Figure 1. Supply network.
Drawn at 2 px/um. Pins as bars on the die edge. Tap cells in grey.
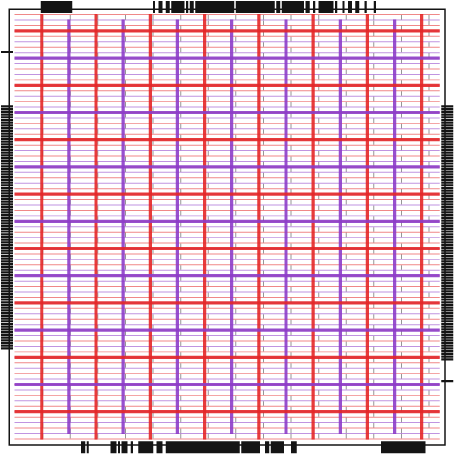
Figure 2. Cells coloured by class.
Drawn at 2 px/um. Fill, decap, tap and diode cells in grey.
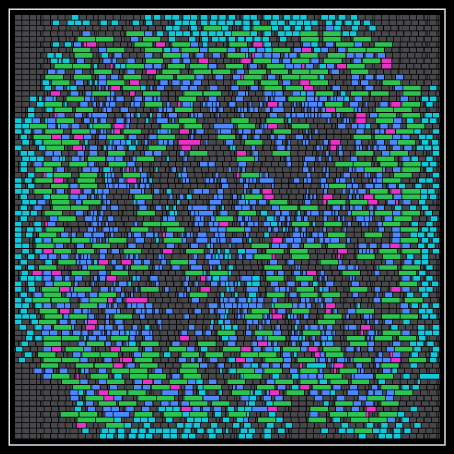
Figure 3. Clock network drawn from the DEF.
Drawn at 1.5 px/um.
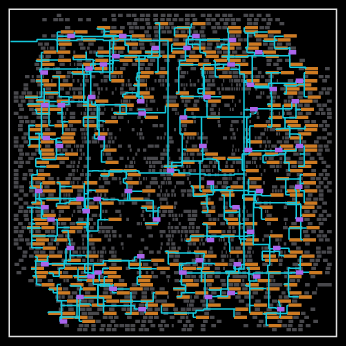
Figure 4. Wiring by layer.
Drawn at 2 px/um.
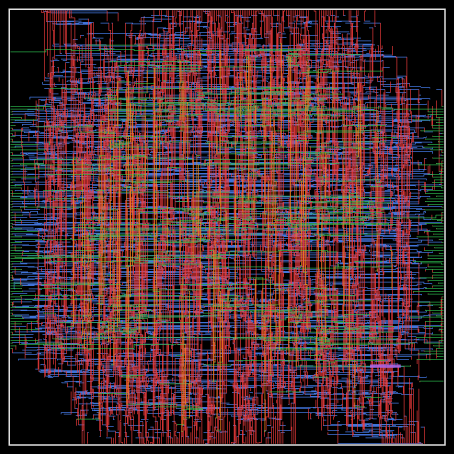
==> config.mk <==
export PLATFORM = sky130hd
export DESIGN_NAME = nn_reg_bank
export DESIGN_NICKNAME = d
export VERILOG_FILES = /design/src/rtl/nn_pkg.sv /design/src/rtl/nn_addr_decode.sv /design/src/rtl/nn_reg_bank.sv
export SDC_FILE = /design/constraint.sdc
export NUM_CORES = 1
export LEC_CHECK = 0
export CORE_MARGIN = 2
export CORE_UTILIZATION = 40
export CTS_BUF_LIST = sky130_fd_sc_hd__clkbuf_8
export CTS_CLUSTER_DIAMETER = 100
export DETAILED_ROUTE_END_ITERATION = 8
export GPL_TIMING_DRIVEN = 0
export PLACE_DENSITY = 0.68
export RECOVER_POWER = 25
export SYNTH_ARGS = -nofsm -noshare
export SYNTH_HDL_FRONTEND = slang
export SYNTH_SLANG_ARGS = --single-unit
==> constraint.sdc <==
create_clock -name Clk -period 4 [get_ports Clk]
set_clock_uncertainty 0.15 [all_clocks]
set_input_delay 1.2 -clock Clk [delete_from_list [all_inputs] [get_ports Clk]]
set_output_delay 1.2 -clock Clk [all_outputs]
set_load 0.03 [all_outputs]
==> flow_summary.ini <==
; flow metrics
[grt]
grt_max_degree = 125
grt_first_pass_wirelength_um = 123000

[cts]
numCtsBuffers = 66
holdBufCountCts = 0
cts_post_setup_buffers_inserted = 1

[synth]
synth.cellmix.adderShare = 0
yosys_area_sq_mm = 0.01818
ys_sh_xor = 0.0004818
syn-cell-area_sq_mm = 0.01818
edf_count = 0
synth.net_count = 1528
syn_avg_cell_area_sq_um = 12.13
synth.yosys.num_cells = 1498
yosysTopAreaCell = sky130_fd_sc_hd__dfrtp_1
synth_largest_type_area_fraction = 0.5135
yosys.cell_count.top_type = sky130_fd_sc_hd__dfrtp_1
postSynthRegisterBits = 373
ys_top_cells_by_count = sky130_fd_sc_hd__dfrtp_1 (373), sky130_fd_sc_hd__mux2_2 (329), sky130_fd_sc_hd__a21oi_1 (77), sky130_fd_sc_hd__nand2_1 (77), sky130_fd_sc_hd__nor2_1 (69)

[place]
post-place-cells = 2500
place_worst_setup_slack_ns = -1.752

[sta]
timing.final.hold_violations = 0
achievable_clock_frequency_mhz = 246.8
setup_viol_count_final = 3
setup_ws_ns = -0.05247
final.min_clock_period_ns = 4.052
final_max_slew_viol_count = 131
timing.max_slew.rel_slack = -0.07161

[power_and_ir_drop]
power.switching_fraction = 0.2640
power.sequential.total_mw = 3.79
largestPowerGroup = sequential cells

[floorplan]
io-pin-count = 401
chip_area_sq_mm = 0.04717
initial_utilization = 0.4032

[job]
max_cap_viol_count = 2

[setup_path]
cp.buffers_inverters = 4
required_time_of_the_worst_setup_path_ns = 4.41
timing.critical_path.from_type = primary input
r2r_cells = 7
timing.reg2reg.setup_slack_ns = 1.12

[layout]
area_growth_pct = 35.16

[min_path]
hold_crit_depth = 1

[status]
status = complete, but fails checks
violations = capacitance limit, slew limit, setup timing
Notes on Figure 1 above:
legend:
  VDD:
    colour: purple
  VSS:
    colour: red
tap cells: 600
rows: 78
met1 rails: 79
met5 straps: 15
Chip Width: 217.2 um
area of the placeable core: 0.04509 sq mm
chip height: 217.2 um
Peak supply drop: 0.0001878 V

Notes on Figure 2 above:
legend:
  remaining logic cells:
    colour: blue
    cells: 1,006
  remaining buffers and delay cells:
    colour: cyan
    cells: 520
  registers:
    colour: green
    cells: 373
  clock drivers and dummy loads:
    colour: magenta
    cells: 114
share of the final layout cell area in sequential cells: 0.3799
Post-Route Utilization: 0.5449
area of all placed cells without fillers: 0.02457 sq mm
Placement Rows: 78

Notes on Figure 3 above:
legend:
  clock wires:
    colour: cyan
    length: 5,450 um
  clock-net drivers:
    colour: purple
    count: 66
  flip-flops:
    colour: orange
    count: 373
routed clock nets: 67
clock insertion delay at the later pin of the skew report: 0.64 ns
clock network fraction of total power: 0.458
clock-net power: 3.64 mW

Notes on Figure 4 above:
legend:
  M1:
    colour: blue
    wire_length: 34.3 mm
  M5:
    colour: purple
    wire_length: 13.8 um
  M4:
    colour: orange
    wire_length: 5,200 um
  M2:
    colour: red
    wire_length: 40.6 mm
  M3:
    colour: green
    wire_length: 8,400 um
Overall Global Routing Usage: 0.3717
average wire length per cell after detail routing: 33.84 um
wire length reported by the detailed router: 88,590 um
Vias: 16,360

## kinds of logic after synthesis
kind of cell,after synthesis
DFF,373
muxes,372
AOI/OAI and AO/OA,330
and+or+nand+nor,296
buffers and inverters,126
xor gates and xnor gates,1
## per-layer routing
metal | up-vias | share of wire | GRT usage
met5 | - | 0.00015 | 0
met4 | 2 | 0.059 | 0.2137
met3 | 247 | 0.095 | 0.07939
met2 | 1107 | 0.46 | 0.5775
met1 | 8440 | 0.39 | 0.4814
li1 | 6562 | - | -
## final cells by class
cell class                 count  area (sq um)
antenna                        5         12.51
buffer                       117         630.6
clock buffer                  81          1115
clock inverter                33         207.7
fill                        4011         20520
inverter                       7         26.28
multi-input combinational    999          8434
sequential                   373          9334
tap                          600         750.7
timing repair buffer         403          4058
Power is estimated from default activity; no workload was simulated.
